met1.png
The bar under the picture is 100 um long.
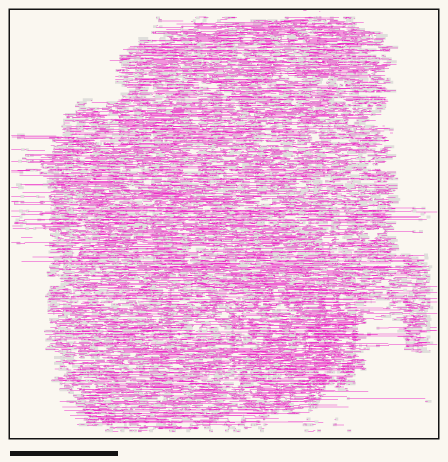
met2.png
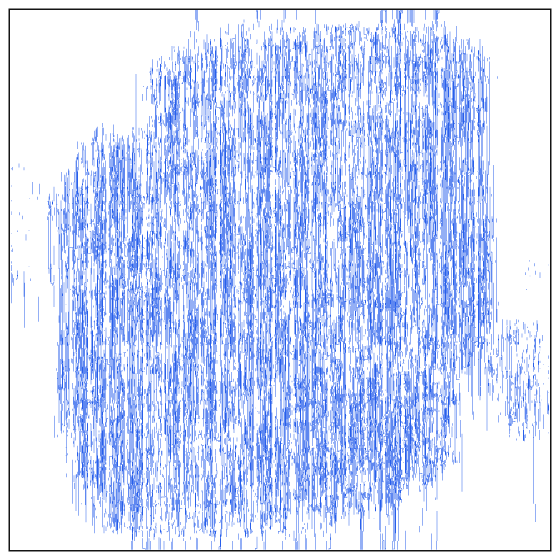
met3.png
The bar under the picture is 100 um long.
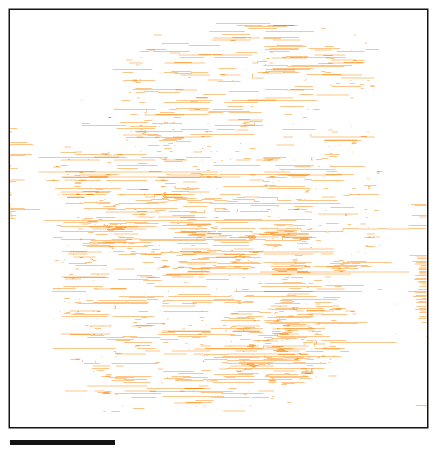
**config.mk**
```make
export PLATFORM = sky130hd
export DESIGN_NAME = wb_regfile_flat
export DESIGN_NICKNAME = d
export VERILOG_FILES = /design/src/rtl/wb_regfile_if.sv /design/src/rtl/wb_regfile.sv /design/src/flat_wrapper.sv
export SDC_FILE = /design/constraint.sdc
export NUM_CORES = 2
export LEC_CHECK = 0
export CORE_MARGIN = 4
export CORE_UTILIZATION = 41
export DETAILED_ROUTE_END_ITERATION = 8
export GPL_TIMING_DRIVEN = 1
export PLACE_DENSITY = 0.58
export SLEW_MARGIN = 0
export SYNTH_ARGS = -nofsm -noshare
export SYNTH_HDL_FRONTEND = slang
export SYNTH_SLANG_ARGS = --single-unit
```
**constraint.sdc**
```tcl
create_clock -name clk_in -period 9.4 [get_ports clk_in]
set_input_delay 0.94 -clock clk_in [delete_from_list [all_inputs] [get_ports clk_in]]
set_output_delay 0.94 -clock clk_in [all_outputs]
set_load 0.01 [all_outputs]
```
**src/rtl/wb_regfile_if.sv**
```systemverilog
// Writeback, issue-reservation and read-port bundle for wb_regfile.
// master drives the pipeline side; slave is the register file.
interface wb_regfile_if;
    logic [4:0]  wb_rd_addr;
    logic [31:0] wb_rd_val;
    logic [6:0]  wb_ins_type;
    logic        iss_valid;
    logic [4:0]  iss_rd_addr;
    logic        iss_ready;
    logic        flush;
    logic [4:0]  rs1_addr;
    logic [4:0]  rs2_addr;
    logic [31:0] rs1_val;
    logic [31:0] rs2_val;
    logic        rs1_busy;
    logic        rs2_busy;
    logic [31:0] wb_count;

    modport master (
        output wb_rd_addr, wb_rd_val, wb_ins_type,
        output iss_valid, iss_rd_addr, flush,
        output rs1_addr, rs2_addr,
        input  iss_ready, rs1_val, rs2_val,
        input  rs1_busy, rs2_busy, wb_count
    );

    modport slave (
        input  wb_rd_addr, wb_rd_val, wb_ins_type,
        input  iss_valid, iss_rd_addr, flush,
        input  rs1_addr, rs2_addr,
        output iss_ready, rs1_val, rs2_val,
        output rs1_busy, rs2_busy, wb_count
    );
endinterface

```
**src/rtl/wb_regfile.sv**
```systemverilog
// 31x32 register file with write-through bypass and per-register
// pending-write counters for issue-side scoreboarding.
module wb_regfile #(
    parameter int PEND_W = 2
) (
    input  logic         clk_in,
    input  logic         rst_in,
    input  logic         rdy_in,
    wb_regfile_if.slave  bus
);

    localparam logic [PEND_W-1:0] PEND_MAX = '1;

    logic [31:0]       regs_q [32];
    logic [PEND_W-1:0] pend_q [32];
    logic [PEND_W-1:0] pend_d [32];
    logic [31:0]       cnt_q;
    logic [31:0]       cnt_d;

    logic type_ok;
    logic wb_en;
    logic iss_fire;
    logic iss_hit_wb;
    logic rs1_hit;
    logic rs2_hit;

    always_comb begin
        type_ok = 1'b0;
        case (bus.wb_ins_type)
            7'b0110111, 7'b0010111, 7'b1101111,
            7'b1100111, 7'b0000011, 7'b0010011,
            7'b0110011: type_ok = 1'b1;
            default:    type_ok = 1'b0;
        endcase
    end

    // Gating with rst_in keeps bypass and busy quiet while in reset.
    assign wb_en = rst_in & rdy_in & type_ok
                 & (bus.wb_rd_addr != 5'd0);

    assign iss_hit_wb = wb_en & (bus.wb_rd_addr == bus.iss_rd_addr);

    assign bus.iss_ready = !((bus.iss_rd_addr != 5'd0)
                           && (pend_q[bus.iss_rd_addr] == PEND_MAX)
                           && !iss_hit_wb);

    assign iss_fire = rst_in & rdy_in & bus.iss_valid & bus.iss_ready;

    assign rs1_hit = wb_en & (bus.rs1_addr == bus.wb_rd_addr);
    assign rs2_hit = wb_en & (bus.rs2_addr == bus.wb_rd_addr);

    always_comb begin
        bus.rs1_val = regs_q[bus.rs1_addr];
        bus.rs2_val = regs_q[bus.rs2_addr];
        if (rs1_hit) bus.rs1_val = bus.wb_rd_val;
        if (rs2_hit) bus.rs2_val = bus.wb_rd_val;
        if (bus.rs1_addr == 5'd0) bus.rs1_val = 32'd0;
        if (bus.rs2_addr == 5'd0) bus.rs2_val = 32'd0;
    end

    // A retiring write this cycle no longer counts as pending.
    assign bus.rs1_busy = (bus.rs1_addr != 5'd0)
        && (pend_q[bus.rs1_addr] > PEND_W'(rs1_hit));
    assign bus.rs2_busy = (bus.rs2_addr != 5'd0)
        && (pend_q[bus.rs2_addr] > PEND_W'(rs2_hit));

    always_comb begin
        for (int i = 0; i < 32; i++) begin
            logic inc;
            logic dec;
            inc = iss_fire && (bus.iss_rd_addr == 5'(i));
            dec = wb_en && (bus.wb_rd_addr == 5'(i));
            pend_d[i] = pend_q[i];
            if (i == 0) begin
                pend_d[i] = '0;
            end else if (rdy_in && bus.flush) begin
                pend_d[i] = '0;
            end else if (inc && !dec) begin
                pend_d[i] = pend_q[i] + 1'b1;
            end else if (dec && !inc && (pend_q[i] != '0)) begin
                pend_d[i] = pend_q[i] - 1'b1;
            end
        end
    end

    assign cnt_d        = wb_en ? cnt_q + 32'd1 : cnt_q;
    assign bus.wb_count = cnt_q;

    always_ff @(posedge clk_in or negedge rst_in) begin
        if (!rst_in) begin
            for (int i = 0; i < 32; i++) begin
                regs_q[i] <= '0;
                pend_q[i] <= '0;
            end
            cnt_q <= '0;
        end else begin
            for (int i = 0; i < 32; i++) begin
                pend_q[i] <= pend_d[i];
            end
            if (wb_en) begin
                regs_q[bus.wb_rd_addr] <= bus.wb_rd_val;
            end
            cnt_q <= cnt_d;
        end
    end

endmodule
```
**src/flat_wrapper.sv**
```systemverilog
// flat-port wrapper written by rule: the top's interface ports become plain ports
module wb_regfile_flat 
#(
    parameter int PEND_W = 2
)
  (clk_in, rst_in, rdy_in, bus_wb_rd_addr, bus_wb_rd_val, bus_wb_ins_type, bus_iss_valid, bus_iss_rd_addr, bus_flush, bus_rs1_addr, bus_rs2_addr, bus_iss_ready, bus_rs1_val, bus_rs2_val, bus_rs1_busy, bus_rs2_busy, bus_wb_count);
  wb_regfile_if bus_i ();
  input  logic clk_in;
  input  logic rst_in;
  input  logic rdy_in;
  input wire logic [$bits(bus_i.wb_rd_addr)-1:0] bus_wb_rd_addr;
  input wire logic [$bits(bus_i.wb_rd_val)-1:0] bus_wb_rd_val;
  input wire logic [$bits(bus_i.wb_ins_type)-1:0] bus_wb_ins_type;
  input wire logic [$bits(bus_i.iss_valid)-1:0] bus_iss_valid;
  input wire logic [$bits(bus_i.iss_rd_addr)-1:0] bus_iss_rd_addr;
  input wire logic [$bits(bus_i.flush)-1:0] bus_flush;
  input wire logic [$bits(bus_i.rs1_addr)-1:0] bus_rs1_addr;
  input wire logic [$bits(bus_i.rs2_addr)-1:0] bus_rs2_addr;
  output wire logic [$bits(bus_i.iss_ready)-1:0] bus_iss_ready;
  output wire logic [$bits(bus_i.rs1_val)-1:0] bus_rs1_val;
  output wire logic [$bits(bus_i.rs2_val)-1:0] bus_rs2_val;
  output wire logic [$bits(bus_i.rs1_busy)-1:0] bus_rs1_busy;
  output wire logic [$bits(bus_i.rs2_busy)-1:0] bus_rs2_busy;
  output wire logic [$bits(bus_i.wb_count)-1:0] bus_wb_count;
  assign bus_i.wb_rd_addr = bus_wb_rd_addr;
  assign bus_i.wb_rd_val = bus_wb_rd_val;
  assign bus_i.wb_ins_type = bus_wb_ins_type;
  assign bus_i.iss_valid = bus_iss_valid;
  assign bus_i.iss_rd_addr = bus_iss_rd_addr;
  assign bus_i.flush = bus_flush;
  assign bus_i.rs1_addr = bus_rs1_addr;
  assign bus_i.rs2_addr = bus_rs2_addr;
  assign bus_iss_ready = bus_i.iss_ready;
  assign bus_rs1_val = bus_i.rs1_val;
  assign bus_rs2_val = bus_i.rs2_val;
  assign bus_rs1_busy = bus_i.rs1_busy;
  assign bus_rs2_busy = bus_i.rs2_busy;
  assign bus_wb_count = bus_i.wb_count;
  wb_regfile #(.PEND_W(PEND_W)) u_core (.clk_in(clk_in), .rst_in(rst_in), .rdy_in(rdy_in), .bus(bus_i));
endmodule
```
==> run notes <==
Main metrics from the flow reports.

The flow ran to the end, and the final reports show no timing, DRC or antenna violations. The half-perimeter wire length of the detailed placement result came out at 117000 um. The commonest cells after synthesis are 2102 x nand2_1, 1118 x dfrtp_1, 688 x mux4_2. For reference, full adder, half adder and majority cells occupy 0.0603% of the area reported after synthesis. The remaining max-slew budget at the tightest pin came out at 21.3%.

The ratio of cells with drive above 1 in the final layout came out at 25.9%. The root buffer cell is clkbuf_16. For reference, the critical path is launched at bus_wb_rd_addr[3]. Per the final timing report, the hold violations number 0. The count of buffers from port buffering is 162.

The area fraction in mux cells came out at 32.0%. In the layout the commonest cells are 2093 x nand2_1, 1118 x dfrtp_1, 688 x mux4_2. STA classifies the critical path startpoint as an input port.

The synthesized area came out at 62200 sq um. The max-slew violation total from the final report is 0. In this run the number of H-tree levels came out at 3. In the routed layout, each cell is associated on average with a via count of 6.10.

The final estimated routing congestion in global placement came out at 0.855. After Yosys synthesis, and, or, nand and nor cells account for 15.9% of the synthesized area. The count of flip-flops with a built-in enable after synthesis is 0. The flip-flop and latch share of the layout cell area is 40.0%. The first TritonRoute pass finished after 6 iterations.

The combinational power is 0.792 mW. The post-synthesis average cell area is 11.2 sq um. The top contributor to total power is clock. Global routing finished with a remaining overflow of 0. Looking at the worst setup and hold paths, the clock pins of their registers show a slew of 0.06 ns.

The most numerous cell type found on the critical path is clkdlybuf4s50_1. The hold buffer count at cts came out at 0. Setup repair after global routing left no endpoint under its margin. The repair_antennas step left the layout with diodes totalling 1. The wire length of the first global-routing pass came out at 320000 um. The detailed-route wire length per cell came out at 28.9 um. The timing report lists the critical path depth as 9 cells. The total global-route track usage came out at 27.5%.

Sequential cells consume a total of 4.93 mW. After Yosys synthesis, XOR and XNOR cells account for 0.746% of the synthesized area. The via count of the first global-routing pass came out at 45931. The total cells reported by yosys after synthesis came out at 5537. Total power normalized to cell area comes to 154 nW/um^2. The initial antenna violation count is 2.

The finished design was reported to have a net count of 5492. CTS added clock buffers totalling 119. The top cell type by total area after synthesis is dfrtp_1. The total net switching power is 2.69 mW. The final setup TNS came out at 0 ns.

The yosys-reported design area after synthesis is 62200 sq um. The power share of the combinational group is 7.3%. The share of power burned in registers is 45.6%. The final period demand of the worst path is 5.88 ns. The horizontal extent of the die is 398 um. The die area came out at 158000 sq um. The worst-case vdd ir drop is 0.157 mV. The area fraction in compound gates is 2.85%. The synthesized netlist cell count came out at 5537. Excluding fillers, the count of instances in the completed layout stands at 7540. The pin slew with the least headroom to its limit came out at 1.18 ns. The static power due to leakage came out at 32.9 nW. Looking at the cell usage after synthesis, the top flip-flop cell is dfrtp_1. The number of sequential cells came out at 1118.

The number of signal-net inverters in the final layout is 14. The area of the multi-input gates came out at 32300 sq um. The distinct cell type count after synthesis is 66. The count of standard-cell rows came out at 142. The antenna violation net count after detailed routing came out at 0. The area share of the largest cell type after synthesis came out at 45.0%.

For the completed layout, the total cell area is recorded as 69900 sq um. The count of state elements after synthesis came out at 1118. The final worst setup slack is 3.52 ns. The final tally of setup violations is 0. Among logic cells in the layout, the one with the most instances is nand2_1.

The pre-CTS setup slack came out at 3.55 ns. Multi-input combinational cells in the finished layout were counted as 3869. Hold is met by 0.104 ns. The number of violations reported at the end of detailed-routing iteration 0 is 5576. The starting utilization of the core area is 41.4%.

Looking at the reg2reg group, the worst path starts from u_core.pend_q[54]$_DFFE_PN0P_. OpenROAD reports that the post-layout worst path occupies 62.5% of the period. The maximum clock insertion buffer count came out at 3.

In the post-synthesis netlist, the biggest area contributors are dfrtp_1 45%, mux4_2 25%, nand2_1 13%. Counting cells, the worst reg-to-reg path comes to 7. The largest net degree at the start of global routing came out at 169.

After filler insertion, the fill cell instance count of the layout stands at 13603. The fraction of area in multi-input gates is 46.3%. The layout-stage area growth over the synthesis result is 12.3%. The worst hold path belongs to the class input port to async pin. Per the run summary, max-cap violations total 0. Per the STA report, the cell with the highest stage delay on the worst path is a211oi_1. The reg-to-reg endpoint is u_core.pend_q[37]$_DFFE_PN0P_. The number of setup buffers added after CTS came out at 0. The CTS log lists the clock sinks for this run as 1118.

The final core utilization came out at 46.5%. On the critical path the largest part of the delay comes from buffers and inverters. The clock arrives with 0.0279 ns of skew.

The cell sequence reported for the critical path is clkdlybuf4s50_1 > nor3_1 > a21oi_1 > and2_1 > nand4_1 > buf_4 > nor2_1 > a211oi_1 > clkdlybuf4s50_1. The tool warning count for the run is 36. The data arrival at the endpoint of the critical path came out at 4.94 ns.

The clock network contribution to total cell area is 6.01%. Per the layout report, the design carries 172 clock buffers. The boundary pin count is 163.

STA classifies the critical path endpoint as an output port. The core outline area is 150000 sq um. Per the breakdown, switching nets consume 24.9% of all power. The slack of the worst reg-to-reg path came out at 6.15 ns. The clock network power came out at 5.07 mW.

The clock latency on the worst-skew pair is 0.77 ns.
Back to the opening pictures, met1.png:
- share of all routed wire: 39%
- wire length on this layer: 85.2 mm

Back to the opening pictures, met2.png:
- main direction: vertical
- share of all routed wire: 47%
- wire length on this layer: 102 mm
- nets with wire on the layer: 4114
via count: 45995
post-detailed-routing wire length: 218000 um

Back to the opening pictures, met3.png:
- longest straight run: 241 um
- share of all routed wire: 9.4%
- main direction: horizontal
- wire length on this layer: 20.5 mm

==> sequential cells by signal (all words and copies together) (netlist names) <==
register / flops
u_core.regs_q: 1024
u_core.pend_q: 62
u_core.bus.wb_count: 32
==> metal layers <==
layer  vias to the layer above  global-route usage (%)  routed length (um)
met1                     23823                    37.0               85200
met3                       493                    5.31               20500
met2                      2366                    43.9              102000
met5                         -                       0                   0
met4                         0                    11.9               10300
li1                      19313                       -                   -
==> cells by family (layout without fill, tap and decap cells) <==
group | Yosys count | in the layout
mux | 1086 | 1086
other cells | 0 | 1
compound gates | 247 | 247
xor+xnor | 53 | 53
flops | 1118 | 1118
simple gates | 2480 | 2480
fa+ha+maj | 3 | 3
buf+inv | 550 | 536
Power figures rest on the tool's default switching activity, not on a simulated workload.
